### Signal wires by layer

Scale bar: 50 um.
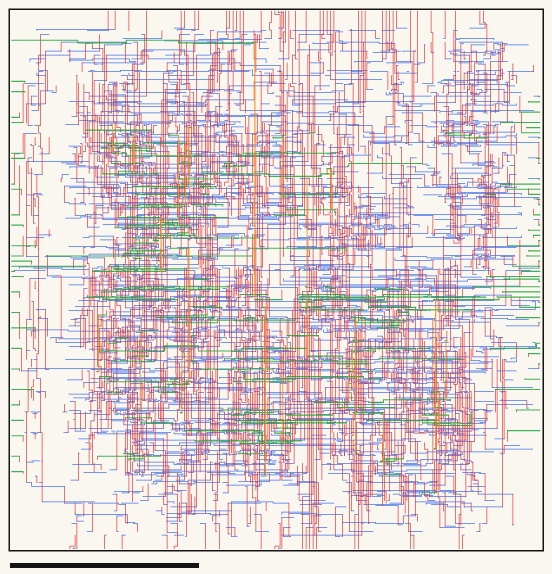
### Routing congestion

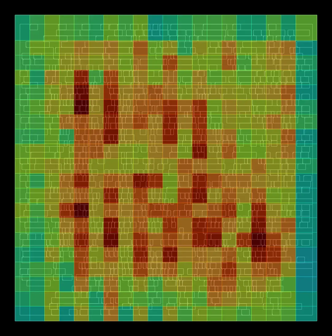
--- src/rtl/alu_pkg.sv ---
// Operation codes shared by the ALU controller and the execute stage.
package alu_pkg;

  typedef enum logic [3:0] {
    OP_AND = 4'b0000,
    OP_SUB = 4'b0001,
    OP_ADD = 4'b0010,
    OP_BNE = 4'b0011,
    OP_OR  = 4'b0100,
    OP_XOR = 4'b0101,
    OP_BEQ = 4'b1000
  } alu_op_e;

  localparam int OP_W    = 4;
  localparam int COUNT_W = 16;

endpackage

--- src/rtl/alu_exec_stage_if.sv ---
// Valid/ready request and result channels of the ALU execute stage.
interface alu_exec_stage_if #(
  parameter int DATA_W = 32,
  parameter int TAG_W  = 5
) ();
  import alu_pkg::*;

  logic              in_valid;
  logic              in_ready;
  logic [OP_W-1:0]   in_op;
  logic [DATA_W-1:0] in_a;
  logic [DATA_W-1:0] in_b;
  logic [TAG_W-1:0]  in_tag;

  logic              out_valid;
  logic              out_ready;
  logic [DATA_W-1:0] out_result;
  logic              out_zero;
  logic              out_taken;
  logic              out_illegal;
  logic [TAG_W-1:0]  out_tag;

  // master: the environment (issue side plus result consumer)
  modport master (
    output in_valid, in_op, in_a, in_b, in_tag, out_ready,
    input  in_ready, out_valid, out_result, out_zero, out_taken, out_illegal, out_tag
  );

  // slave: the execute stage itself
  modport slave (
    input  in_valid, in_op, in_a, in_b, in_tag, out_ready,
    output in_ready, out_valid, out_result, out_zero, out_taken, out_illegal, out_tag
  );
endinterface

--- src/rtl/alu_core.sv ---
// Purely combinational ALU: operation, operands -> result, branch taken, illegal flag.
module alu_core
  import alu_pkg::*;
#(
  parameter int DATA_W = 32
) (
  input  logic [OP_W-1:0]   op,
  input  logic [DATA_W-1:0] a,
  input  logic [DATA_W-1:0] b,
  output logic [DATA_W-1:0] result,
  output logic              taken,
  output logic              illegal
);

  always_comb begin
    // NOTE: every output gets a default first so no path through the case infers a latch.
    result  = '0;
    taken   = 1'b0;
    illegal = 1'b0;
    case (op)
      OP_AND: result = a & b;
      OP_SUB: result = a - b;
      OP_ADD: result = a + b;
      OP_OR:  result = a | b;
      OP_XOR: result = a ^ b;
      OP_BEQ: begin
        result = a - b;
        taken  = (a == b);
      end
      OP_BNE: begin
        result = DATA_W'(a != b);
        taken  = (a != b);
      end
      default: illegal = 1'b1;
    endcase
  end

endmodule

--- src/rtl/alu_exec_stage.sv ---
// Two-stage ALU execute pipeline (A: operands, B: result) with valid/ready
// handshake, flush, and a saturating count of completed results.
module alu_exec_stage
  import alu_pkg::*;
#(
  parameter int DATA_W = 32,
  parameter int TAG_W  = 5
) (
  input  logic               clk,
  input  logic               reset_n,
  input  logic               flush,
  alu_exec_stage_if.slave    bus,
  output logic [COUNT_W-1:0] done_count
);

  logic              a_valid;
  logic [OP_W-1:0]   a_op;
  logic [DATA_W-1:0] a_a;
  logic [DATA_W-1:0] a_b;
  logic [TAG_W-1:0]  a_tag;

  logic              b_valid;
  logic [DATA_W-1:0] b_result;
  logic              b_taken;
  logic              b_illegal;
  logic [TAG_W-1:0]  b_tag;

  logic [DATA_W-1:0] core_result;
  logic              core_taken;
  logic              core_illegal;

  logic b_adv;
  logic a_adv;
  logic in_xfer;
  logic out_xfer;

  alu_core #(.DATA_W(DATA_W)) u_core (
    .op      (a_op),
    .a       (a_a),
    .b       (a_b),
    .result  (core_result),
    .taken   (core_taken),
    .illegal (core_illegal)
  );

  // Each stage may advance when the one downstream is empty or draining.
  assign b_adv    = !b_valid || bus.out_ready;
  assign a_adv    = !a_valid || b_adv;
  assign in_xfer  = bus.in_valid && a_adv;
  assign out_xfer = b_valid && bus.out_ready;

  assign bus.in_ready    = a_adv;
  assign bus.out_valid   = b_valid;
  assign bus.out_result  = b_result;
  assign bus.out_zero    = (b_result == '0);
  assign bus.out_taken   = b_valid && b_taken;
  assign bus.out_illegal = b_valid && b_illegal;
  assign bus.out_tag     = b_tag;

  // NOTE: sequential state uses non-blocking assignments so every register samples pre-edge values.
  always_ff @(posedge clk) begin
    if (!reset_n) begin
      a_valid    <= 1'b0;
      b_valid    <= 1'b0;
      done_count <= '0;
    end else begin
      if (out_xfer && (done_count != '1)) done_count <= done_count + 1'b1;
      if (flush) begin
        a_valid <= 1'b0;
        b_valid <= 1'b0;
      end else begin
        if (b_adv) b_valid <= a_valid;
        if (a_adv) a_valid <= bus.in_valid;
      end
    end
  end

  // NOTE: payload registers are qualified by the valid bits, so they carry no reset.
  always_ff @(posedge clk) begin
    if (in_xfer) begin
      a_op  <= bus.in_op;
      a_a   <= bus.in_a;
      a_b   <= bus.in_b;
      a_tag <= bus.in_tag;
    end
    if (b_adv && a_valid) begin
      b_result  <= core_result;
      b_taken   <= core_taken;
      b_illegal <= core_illegal;
      b_tag     <= a_tag;
    end
  end

endmodule

--- src/flat_wrapper.sv ---
// flat-port wrapper written by rule: the top's interface ports become plain ports
module alu_exec_stage_flat import alu_pkg::*;
#(
  parameter int DATA_W = 32,
  parameter int TAG_W  = 5
)
  (clk, reset_n, flush, done_count, bus_in_valid, bus_in_op, bus_in_a, bus_in_b, bus_in_tag, bus_out_ready, bus_in_ready, bus_out_valid, bus_out_result, bus_out_zero, bus_out_taken, bus_out_illegal, bus_out_tag);
  alu_exec_stage_if #(.DATA_W(DATA_W), .TAG_W(TAG_W)) bus_i ();
  input  logic clk;
  input  logic reset_n;
  input  logic flush;
  output logic [COUNT_W-1:0] done_count;
  input wire logic [$bits(bus_i.in_valid)-1:0] bus_in_valid;
  input wire logic [$bits(bus_i.in_op)-1:0] bus_in_op;
  input wire logic [$bits(bus_i.in_a)-1:0] bus_in_a;
  input wire logic [$bits(bus_i.in_b)-1:0] bus_in_b;
  input wire logic [$bits(bus_i.in_tag)-1:0] bus_in_tag;
  input wire logic [$bits(bus_i.out_ready)-1:0] bus_out_ready;
  output wire logic [$bits(bus_i.in_ready)-1:0] bus_in_ready;
  output wire logic [$bits(bus_i.out_valid)-1:0] bus_out_valid;
  output wire logic [$bits(bus_i.out_result)-1:0] bus_out_result;
  output wire logic [$bits(bus_i.out_zero)-1:0] bus_out_zero;
  output wire logic [$bits(bus_i.out_taken)-1:0] bus_out_taken;
  output wire logic [$bits(bus_i.out_illegal)-1:0] bus_out_illegal;
  output wire logic [$bits(bus_i.out_tag)-1:0] bus_out_tag;
  assign bus_i.in_valid = bus_in_valid;
  assign bus_i.in_op = bus_in_op;
  assign bus_i.in_a = bus_in_a;
  assign bus_i.in_b = bus_in_b;
  assign bus_i.in_tag = bus_in_tag;
  assign bus_i.out_ready = bus_out_ready;
  assign bus_in_ready = bus_i.in_ready;
  assign bus_out_valid = bus_i.out_valid;
  assign bus_out_result = bus_i.out_result;
  assign bus_out_zero = bus_i.out_zero;
  assign bus_out_taken = bus_i.out_taken;
  assign bus_out_illegal = bus_i.out_illegal;
  assign bus_out_tag = bus_i.out_tag;
  alu_exec_stage #(.DATA_W(DATA_W), .TAG_W(TAG_W)) u_core (.clk(clk), .reset_n(reset_n), .flush(flush), .bus(bus_i), .done_count(done_count));
endmodule
--- config.mk ---
export PLATFORM = sky130hd
export DESIGN_NAME = alu_exec_stage_flat
export DESIGN_NICKNAME = d
export VERILOG_FILES = /design/src/rtl/alu_pkg.sv /design/src/rtl/alu_exec_stage_if.sv /design/src/rtl/alu_core.sv /design/src/rtl/alu_exec_stage.sv /design/src/flat_wrapper.sv
export SDC_FILE = /design/constraint.sdc
export NUM_CORES = 1
export LEC_CHECK = 0
export ABC_AREA = 0
export ABC_CLOCK_PERIOD_IN_PS = 3100
export CAP_MARGIN = 10
export CORE_AREA = 2 2 139 141
export CTS_CLUSTER_SIZE = 20
export DETAILED_ROUTE_END_ITERATION = 16
export DIE_AREA = 0 0 141 143
export PLACE_DENSITY_LB_ADDON = 0.08
export SKIP_LAST_GASP = 1
export SLEW_MARGIN = 30
export SYNTH_ARGS = -nofsm -noshare
export SYNTH_HDL_FRONTEND = slang
export SYNTH_HIERARCHICAL = 1
export SYNTH_SLANG_ARGS = --single-unit
--- constraint.sdc ---
create_clock -name clk -period 3.1 [get_ports clk]
set_input_delay 0.775 -clock clk [delete_from_list [all_inputs] [get_ports clk]]
set_output_delay 0.775 -clock clk [all_outputs]
set_load 0.02 [all_outputs]
==> results.sh <==
# physical design summary
export IMPL_timing_final_ws_setup_ps=-18.95
export IMPL_drv_cap=0
export IMPL_drc=0
export IMPL_synthAdderAreaFrac_pct=13.75
export IMPL_die_w_um=141
export IMPL_num_rows=50
export IMPL_failed_checks="setup timing"
export IMPL_clock_root_buffer="clkbuf_16"
export IMPL_hp_class="reg -> reg"
export IMPL_ys_area_mm2=0.009392
export IMPL_num_antenna_cells=0
export IMPL_cts_sinks=130
export IMPL_syn2layout_area_growth_pct=33.25
export IMPL_holdBufCountCts=0
export IMPL_pwr_share_seq_pct=37.7
export IMPL_n_fill_cell=1504
export IMPL_final_setup_viol_count=1
export IMPL_r2r_cells=12
export IMPL_crit_path_end_kind="flip-flop"
export IMPL_slew_viol_final=0
export IMPL_clock_skew_ps=9.446
export IMPL_cts_buffer_depth=2
export IMPL_insertion_delay_ps=430
export IMPL_path_buffers=2
export IMPL_logic_area_mm2=0.005328
export IMPL_ys_sh_simple_pct=16.63
export IMPL_instances_no_fill=1478
export IMPL_synth_edff_count=112
export IMPL_status="finished with violations"
export IMPL_p_per_area_mw_per_mm2=435.3
export IMPL_fmax_mhz=320.6
export IMPL_postSynthSeqShare_pct=39.65
export IMPL_dominant_cells="combinational gates"
export IMPL_leakage_uw=0.005050
export IMPL_grt_first_pass_wirelength_um=43630
export IMPL_crit_chain="inv_2, ha_4, buf_6, o21ba_4, nor2_2, a221o_1, a211o_1, a21bo_4, a31o_4, a221o_2, nor2_1, o221ai_1"
export IMPL_ys_sh_aoi_pct=23.11
export IMPL_ant_nets=0
About 'Signal wires by layer':
legend:
  blue:
    layer: M1
    wire_length: 12000 um
  green:
    layer: M3
    wire_length: 2090 um
  red:
    layer: M2
    wire_length: 13100 um
  orange:
    layer: M4
    wire_length: 511 um

About 'Routing congestion':
wire per inst: 18.73 um
M1 GR Usage: 37.45%
GRT met2 Usage: 44.96%
met3 Usage GRT: 4.427%

-- metal layers --
layer | vias up | wire length [um] | part of all wire (%)
met3 | 50 | 2091 | 7.6
li1 | 4203 | - | -
met4 | 0 | 511 | 1.8
met5 | - | 0 | 0
met1 | 4261 | 11990 | 43
met2 | 432 | 13100 | 47
-- metrics by stage --
| stage | setup slack (ps) | utilization [%] | TNS, ps | instance area (um2) |
|---|---|---|---|---|
| floorplan | 58.60 | - | 0 | 9393 |
| global placement | -151.6 | 62.38 | -1110 | 11590 |
| detailed placement | -215.8 | 62.38 | -1732 | 11590 |
| finish | -18.95 | 67.35 | -18.95 | 12510 |
| CTS | 11.38 | 66.05 | 0 | 12270 |
| global route | -77.42 | 67.35 | -331.3 | 12510 |
-- registers in the layout, summed over array words and instances, names as in the netlist, 4 cells and up --
| signal | cells |
|---|---|
| u_core/done_count | 16 |
| u_core/a_a | 32 |
| u_core/bus.out_tag | 5 |
| u_core/bus.out_result | 32 |
| u_core/a_tag | 5 |
| u_core/a_op | 4 |
| u_core/a_b | 32 |
-- worst reg2reg max path, cell delays in order (launching register included) --
cell and delay (ps):
edfxtp_1 400, inv_2 80, ha_4 270, buf_6 110
o21ba_4 150, nor2_2 40, a221o_1 370, a211o_1 340
a21bo_4 260, a31o_4 250, a221o_2 390, nor2_1 90
o221ai_1 110
-- Yosys cell counts (17+ instances only) --
master	count	area, um2
inv_1	94	352.8
edfxtp_1	112	3363
nor4_1	17	106.4
o21ai_0	57	285.3
clkbuf_1	54	202.7
nand3_1	28	140.1
nand2_1	78	292.8
ha_1	100	1251
nor2_1	79	296.5
dfxtp_1	18	360.4
nor3_1	23	115.1
a21oi_1	84	420.4
o211ai_1	24	180.2
